$ cat src/rtl/animation_sequencer.sv
// Frame sequencer: paces one layer_mixer render pass and one st7789 push per frame tick,
// then advances the star bank, frame/blink counters and records ticks missed while busy.
module animation_sequencer #(
    parameter int BANK_LIMIT  = 9,
    parameter int GUARD_LIMIT = 16
) (
    input  logic                          CLK,
    input  logic                          RESET,
    input  logic                          ENABLE,
    input  logic [31:0]                   FRAME_LIMIT,
    input  logic [7:0]                    BLINK_FRAMES,
    output logic                          MIX_START,
    input  logic                          MIX_DONE,
    output logic                          LCD_UPDATE,
    input  logic                          LCD_BUSY,
    output logic [$clog2(BANK_LIMIT)-1:0] BANK,
    output logic [3:0]                    LAYER_CONTROL,
    output logic [15:0]                   FRAME_COUNT,
    output logic [7:0]                    OVERRUN_COUNT
);
    localparam int BANK_W  = $clog2(BANK_LIMIT);
    localparam int GUARD_W = $clog2(GUARD_LIMIT + 1);
    localparam logic [BANK_W-1:0]  BANK_LAST  = BANK_W'(BANK_LIMIT - 1);
    localparam logic [GUARD_W-1:0] GUARD_LAST = GUARD_W'(GUARD_LIMIT - 1);

    typedef enum logic [2:0] {
        S_IDLE, S_WAIT_TICK, S_MIX, S_MIX_WAIT, S_PUSH, S_PUSH_WAIT, S_ADVANCE
    } state_t;

    state_t             r_state;
    state_t             w_next_state;
    logic [31:0]        r_timer;
    logic [31:0]        w_timer_top;
    logic               w_tick;
    logic               w_frame_busy;
    logic [GUARD_W-1:0] r_guard;
    logic               r_busy_seen;
    logic               w_push_done;
    logic               r_mix_start;
    logic               r_lcd_update;
    logic [BANK_W-1:0]  r_bank;
    logic [7:0]         r_blink_cnt;
    logic               r_eyes;
    logic [15:0]        r_frame_count;
    logic [7:0]         r_overrun_count;

    // Periods below 2 would make the tick a constant; clamp so the counter always cycles.
    assign w_timer_top = (FRAME_LIMIT < 32'd2) ? 32'd1 : FRAME_LIMIT - 32'd1;
    assign w_tick      = (r_timer == w_timer_top);

    // NOTE: sequential state uses non-blocking (<=) so every register samples pre-edge values.
    always_ff @(posedge CLK or posedge RESET) begin
        if (RESET) begin
            r_timer <= '0;
        end else if (r_timer >= w_timer_top) begin
            r_timer <= '0;
        end else begin
            r_timer <= r_timer + 32'd1;
        end
    end

    // A rise seen this very cycle must also block the timeout.
    assign w_push_done = r_busy_seen ? !LCD_BUSY
                                     : (!LCD_BUSY && (r_guard == GUARD_LAST));

    // NOTE: next state is defaulted first so no path leaves it unassigned (no latch).
    always_comb begin
        w_next_state = r_state;
        unique case (r_state)
            S_IDLE:      if (ENABLE) w_next_state = S_WAIT_TICK;
            S_WAIT_TICK: begin
                if (!ENABLE)     w_next_state = S_IDLE;
                else if (w_tick) w_next_state = S_MIX;
            end
            S_MIX:       w_next_state = S_MIX_WAIT;
            S_MIX_WAIT:  if (MIX_DONE) w_next_state = S_PUSH;
            S_PUSH:      w_next_state = S_PUSH_WAIT;
            S_PUSH_WAIT: if (w_push_done) w_next_state = S_ADVANCE;
            S_ADVANCE:   w_next_state = ENABLE ? S_WAIT_TICK : S_IDLE;
            default:     w_next_state = S_IDLE;
        endcase
    end

    always_ff @(posedge CLK or posedge RESET) begin
        if (RESET) begin
            r_state      <= S_IDLE;
            r_mix_start  <= 1'b0;
            r_lcd_update <= 1'b0;
        end else begin
            r_state      <= w_next_state;
            r_mix_start  <= (w_next_state == S_MIX);
            r_lcd_update <= (w_next_state == S_PUSH);
        end
    end

    always_ff @(posedge CLK or posedge RESET) begin
        if (RESET) begin
            r_guard     <= '0;
            r_busy_seen <= 1'b0;
        end else if (r_state == S_PUSH) begin
            r_guard     <= '0;
            r_busy_seen <= 1'b0;
        end else if (r_state == S_PUSH_WAIT) begin
            if (r_guard != GUARD_LAST) r_guard <= r_guard + GUARD_W'(1);
            if (LCD_BUSY)              r_busy_seen <= 1'b1;
        end
    end

    assign w_frame_busy = (r_state != S_IDLE) && (r_state != S_WAIT_TICK);

    always_ff @(posedge CLK or posedge RESET) begin
        if (RESET) begin
            r_overrun_count <= '0;
        end else if (w_tick && w_frame_busy && (r_overrun_count != 8'hFF)) begin
            r_overrun_count <= r_overrun_count + 8'd1;
        end
    end

    // Bank, eyes and frame count move only here, keeping them stable for the whole render/push.
    always_ff @(posedge CLK or posedge RESET) begin
        if (RESET) begin
            r_bank        <= '0;
            r_frame_count <= '0;
            r_blink_cnt   <= '0;
            r_eyes        <= 1'b1;
        end else if (r_state == S_ADVANCE) begin
            r_bank        <= (r_bank >= BANK_LAST) ? '0 : r_bank + BANK_W'(1);
            r_frame_count <= r_frame_count + 16'd1;
            if (BLINK_FRAMES == 8'd0) begin
                r_blink_cnt <= '0;
                r_eyes      <= 1'b1;
            end else if (r_blink_cnt >= BLINK_FRAMES - 8'd1) begin
                r_blink_cnt <= '0;
                r_eyes      <= ~r_eyes;
            end else begin
                r_blink_cnt <= r_blink_cnt + 8'd1;
            end
        end
    end

    assign MIX_START     = r_mix_start;
    assign LCD_UPDATE    = r_lcd_update;
    assign BANK          = r_bank;
    assign LAYER_CONTROL = {1'b1, r_eyes, 2'b11};
    assign FRAME_COUNT   = r_frame_count;
    assign OVERRUN_COUNT = r_overrun_count;

endmodule

$ cat config.mk
export PLATFORM = sky130hd
export DESIGN_NAME = animation_sequencer
export DESIGN_NICKNAME = d
export VERILOG_FILES = /design/src/rtl/animation_sequencer.sv
export SDC_FILE = /design/constraint.sdc
export NUM_CORES = 1
export LEC_CHECK = 0
export CORE_UTILIZATION = 50
export DETAILED_ROUTE_END_ITERATION = 8
export PLACE_DENSITY = 0.77
export SYNTH_ARGS = -nofsm -noshare
export SYNTH_HDL_FRONTEND = slang
export SYNTH_SLANG_ARGS = --single-unit
$ cat constraint.sdc
create_clock -name CLK -period 2.7 [get_ports CLK]
set_input_delay 0.54 -clock CLK [delete_from_list [all_inputs] [get_ports CLK]]
set_output_delay 0.54 -clock CLK [all_outputs]
set_load 0.02 [all_outputs]
==> impl_results.html <==
<h2>Implementation results</h2>
<table>
<tr><th>Metric</th><th>Value</th></tr>
<tr><th colspan="2">Status</th></tr>
<tr><td>Run status</td><td>finished, violations left</td></tr>
<tr><td>Violated checks</td><td>negative setup slack</td></tr>
<tr><th colspan="2">Global routing</th></tr>
<tr><td>Maximum number of pins on one net before global-route repair</td><td>40</td></tr>
<tr><td>Antenna violations before repair</td><td>0</td></tr>
<tr><td>Number of global-route vias before repair</td><td>5587</td></tr>
<tr><td>Aggregate global-route resource usage</td><td>28.4%</td></tr>
<tr><td>GRT Residual Overflow</td><td>0</td></tr>
<tr><td>Routing layer with the top usage in global route</td><td>met2</td></tr>
<tr><th colspan="2">Power and ir drop</th></tr>
<tr><td>Cell area power density</td><td>427 nW/um^2</td></tr>
<tr><td>Comb power frac</td><td>31.5%</td></tr>
<tr><td>Peak supply drop</td><td>0.000330 V</td></tr>
<tr><td>Power Internal</td><td>2.34 mW</td></tr>
<tr><td>Sequential Power</td><td>1.48 mW</td></tr>
<tr><th colspan="2">Synth</th></tr>
<tr><td>Post-synth tally of flip-flops with integrated enable</td><td>0</td></tr>
<tr><td>Tally of unique sky130hd cells used after synthesis</td><td>57</td></tr>
<tr><td>Top cells by count, synth</td><td>sky130_fd_sc_hd__dfrtp_1 (79), sky130_fd_sc_hd__nand2_1 (79), sky130_fd_sc_hd__nor2_1 (77)</td></tr>
<tr><td>Yosys-reported design area after synthesis</td><td>5570 sq um</td></tr>
<tr><td>Compound-Gate Fraction of Synth Area</td><td>8.86%</td></tr>
<tr><td>Synthesized area</td><td>5570 sq um</td></tr>
<tr><td>Cell total in the yosys stat output</td><td>621</td></tr>
<tr><td>Comb area leader</td><td>simple AND/OR/NAND/NOR gates</td></tr>
<tr><td>Average footprint of a synthesized cell</td><td>8.96 sq um</td></tr>
<tr><th colspan="2">Clock network</th></tr>
<tr><td>Post-CTS clock slew at the launch and capture registers of the worst setup and hold paths</td><td>0.08 ns</td></tr>
<tr><td>Total CTS buffers</td><td>9</td></tr>
<tr><td>Root cell of the clock tree</td><td>sky130_fd_sc_hd__clkbuf_8</td></tr>
<tr><td>Clock tree from TritonCTS</td><td>done</td></tr>
<tr><td>CTS Hold Buffers Added</td><td>0</td></tr>
<tr><td>Sink count of the clock tree</td><td>80</td></tr>
<tr><th colspan="2">Worst hold path</th></tr>
<tr><td>Path class of the lowest-slack min-delay path</td><td>primary input to async pin</td></tr>
<tr><th colspan="2">Route</th></tr>
<tr><td>Highest layer used for signal routing</td><td>met4</td></tr>
<tr><td>Routed wire per std cell</td><td>17.2 microns</td></tr>
<tr><td>Violation count after the first detailed-routing iteration</td><td>302</td></tr>
<tr><th colspan="2">Setup path</th></tr>
<tr><td>Sort of element at the start of the critical path</td><td>primary input</td></tr>
<tr><td>Setup crit end kind</td><td>flop</td></tr>
<tr><td>Crit path max-delay cell type</td><td>sky130_fd_sc_hd__nor4_4</td></tr>
<tr><td>Critical path launch point</td><td>FRAME_LIMIT[9]</td></tr>
<tr><td>Arrival time worst endpoint</td><td>4.06 ns</td></tr>
<tr><td>Crit Reg-Reg Endpoint</td><td>r_timer[18]</td></tr>
<tr><td>Origin of the critical flop-to-flop path</td><td>r_timer[15]</td></tr>
<tr><td>Dominant delay contributor by cell family on the critical path</td><td>simple AND/OR/NAND/NOR gates</td></tr>
<tr><td>Endpoint required time on the critical path</td><td>3.00 ns</td></tr>
<tr><td>Cell repeated most along the worst path</td><td>sky130_fd_sc_hd__buf_6</td></tr>
<tr><th colspan="2">Floorplanning</th></tr>
<tr><td>Core area</td><td>10800 sq um</td></tr>
<tr><td>Horiz. Die Dim</td><td>108 microns</td></tr>
<tr><td>IO Pins</td><td>79</td></tr>
<tr><td>Floorplan Utilization</td><td>51.3%</td></tr>
<tr><th colspan="2">Final layout</th></tr>
<tr><td>Layout Cells excl Fill</td><td>960</td></tr>
<tr><td>Fraction of layout instances using a drive strength above 1</td><td>30.6%</td></tr>
<tr><td>Synth-to-Final Area Change</td><td>46.9%</td></tr>
<tr><td>Most common cell after layout, fill and taps aside</td><td>sky130_fd_sc_hd__buf_4</td></tr>
<tr><td>Final design utilization</td><td>75.4%</td></tr>
<tr><td>Fin area</td><td>8170 sq um</td></tr>
<tr><td>Diode insertion count for antenna repair</td><td>0</td></tr>
<tr><td>Dominant logic cell types in the final layout</td><td>sky130_fd_sc_hd__buf_4 (103), sky130_fd_sc_hd__dfrtp_1 (79), sky130_fd_sc_hd__nand2_1 (72)</td></tr>
<tr><th colspan="2">Final timing</th></tr>
<tr><td>Min setup slack post-route</td><td>-1.06 ns</td></tr>
<tr><td>Count of final setup violators</td><td>43</td></tr>
<tr><td>Total count of hold-check failures in the final report</td><td>0</td></tr>
<tr><td>Post-layout minimum cycle time</td><td>3.76 ns</td></tr>
<tr><td>Final-layout setup total negative slack</td><td>-41.62 ns</td></tr>
<tr><td>Setup repair after global routing missed its margin</td><td>true</td></tr>
<tr><th colspan="2">Placement</th></tr>
<tr><td>Worst setup slack after placement</td><td>-1.63 ns</td></tr>
</table>
worst register-to-register path, cell delays in order (launching register included):
cell	delay [ns]
sky130_fd_sc_hd__dfrtp_1	0.47
sky130_fd_sc_hd__ha_1	0.37
sky130_fd_sc_hd__and3_4	0.19
sky130_fd_sc_hd__and3_4	0.17
sky130_fd_sc_hd__a221o_1	0.35
sky130_fd_sc_hd__o31ai_4	0.29
sky130_fd_sc_hd__nand2_2	0.15
sky130_fd_sc_hd__buf_6	0.17
sky130_fd_sc_hd__buf_16	0.15
sky130_fd_sc_hd__nor2_2	0.09
how the worst max path moves through the flow:
stage | to | slack, ns | depth (start not counted)
finish | r_timer[18] | -1.06 | 18
global route | r_timer[26] | -1.12 | 19
CTS | r_timer[3] | -0.93 | 16
detailed placement | r_timer[2] | -1.63 | 17
global placement | r_timer[27] | -1.49 | 17
floorplan | r_timer[10] | -0.88 | 14
kinds of logic (layout without fill, tap and decap cells):
group | Yosys count | in the layout
adder cells (fa/ha/maj) | 50 | 50
other | 1 | 3
flip-flops | 80 | 80
multiplexers | 2 | 2
AND-OR/OR-AND | 76 | 76
buffers and inverters | 34 | 231
AND/OR/NAND/NOR | 295 | 295
XOR/XNOR | 83 | 83
final cells by class:
class / count / area, sq um
timing repair buffer: 196 / 1740
sequential: 80 / 2000
multi-input combinational: 509 / 3970
clock inverter: 4 / 52.6
clock buffer: 12 / 155
tap: 140 / 175
inverter: 19 / 72.6
fill: 731 / 2670
sequential cells by signal, summed over array words and instances, names as in the netlist:
signal	cells
r_eyes	1
FRAME_COUNT	16
BANK	4
r_blink_cnt	8
r_state	3
r_guard	5
LCD_UPDATE	1
MIX_START	1
r_timer	32
r_busy_seen	1
OVERRUN_COUNT	8
Fig. 1: placement by cell class
The bar under the picture is 20 microns long. Fill, decap, tap and diode cells in gray.
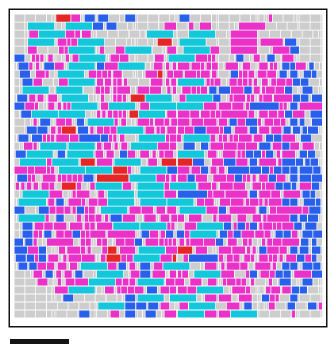
Key: sequential cells = cyan [cells 80]; remaining buffers and delay cells = blue [cells 196]; combinational and other logic = magenta [cells 528]; clock drivers and dummy loads = red [cells 16]

Fig. 2: met2 routing
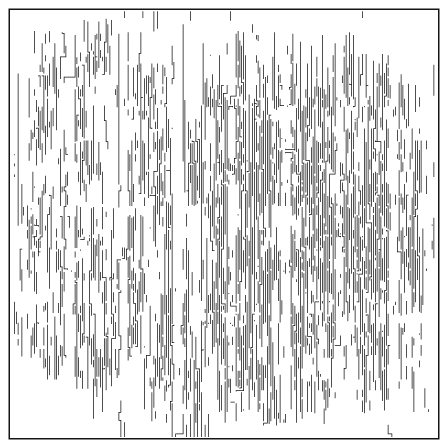
The layer holds 50% of the routed length. The layer carries 8330 microns of wire.

Fig. 3: cells by drive strength
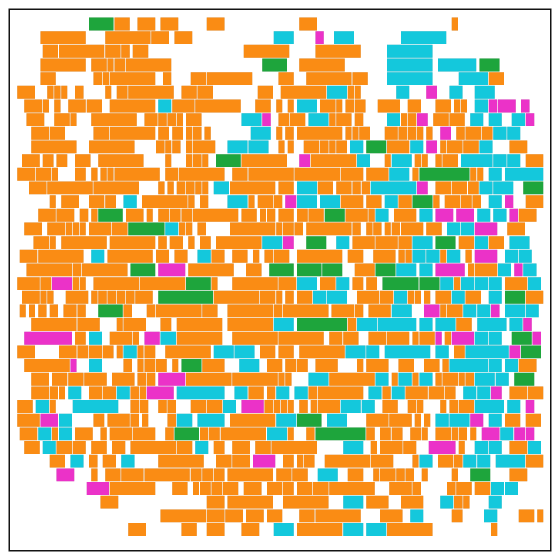
Key: _3 and _4 cells = cyan [cells 170, share 21%]; _0 and _1 cells = orange [cells 569, share 69%]; _2 cells = magenta [cells 48, share 5.9%]; _6 and larger = green [cells 33, share 4.0%]

Fig. 4: clock wiring as the flow saved it
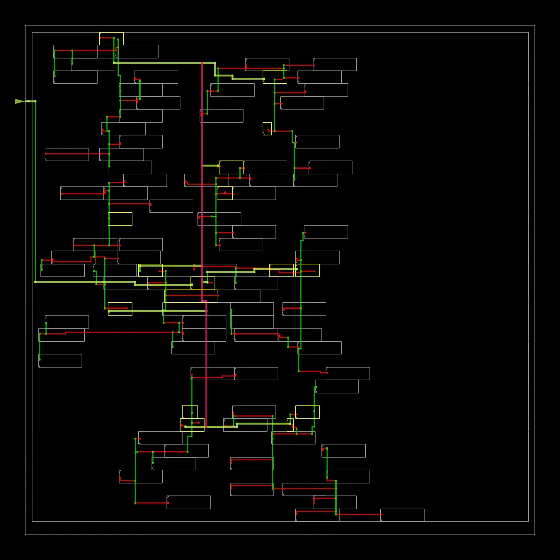
insertion delay of the later-clocked pin in the worst-skew pair: 0.37 ns
Clock net power: 0.912 mW

No activity file was given, so power comes from the tool's default toggle rates.
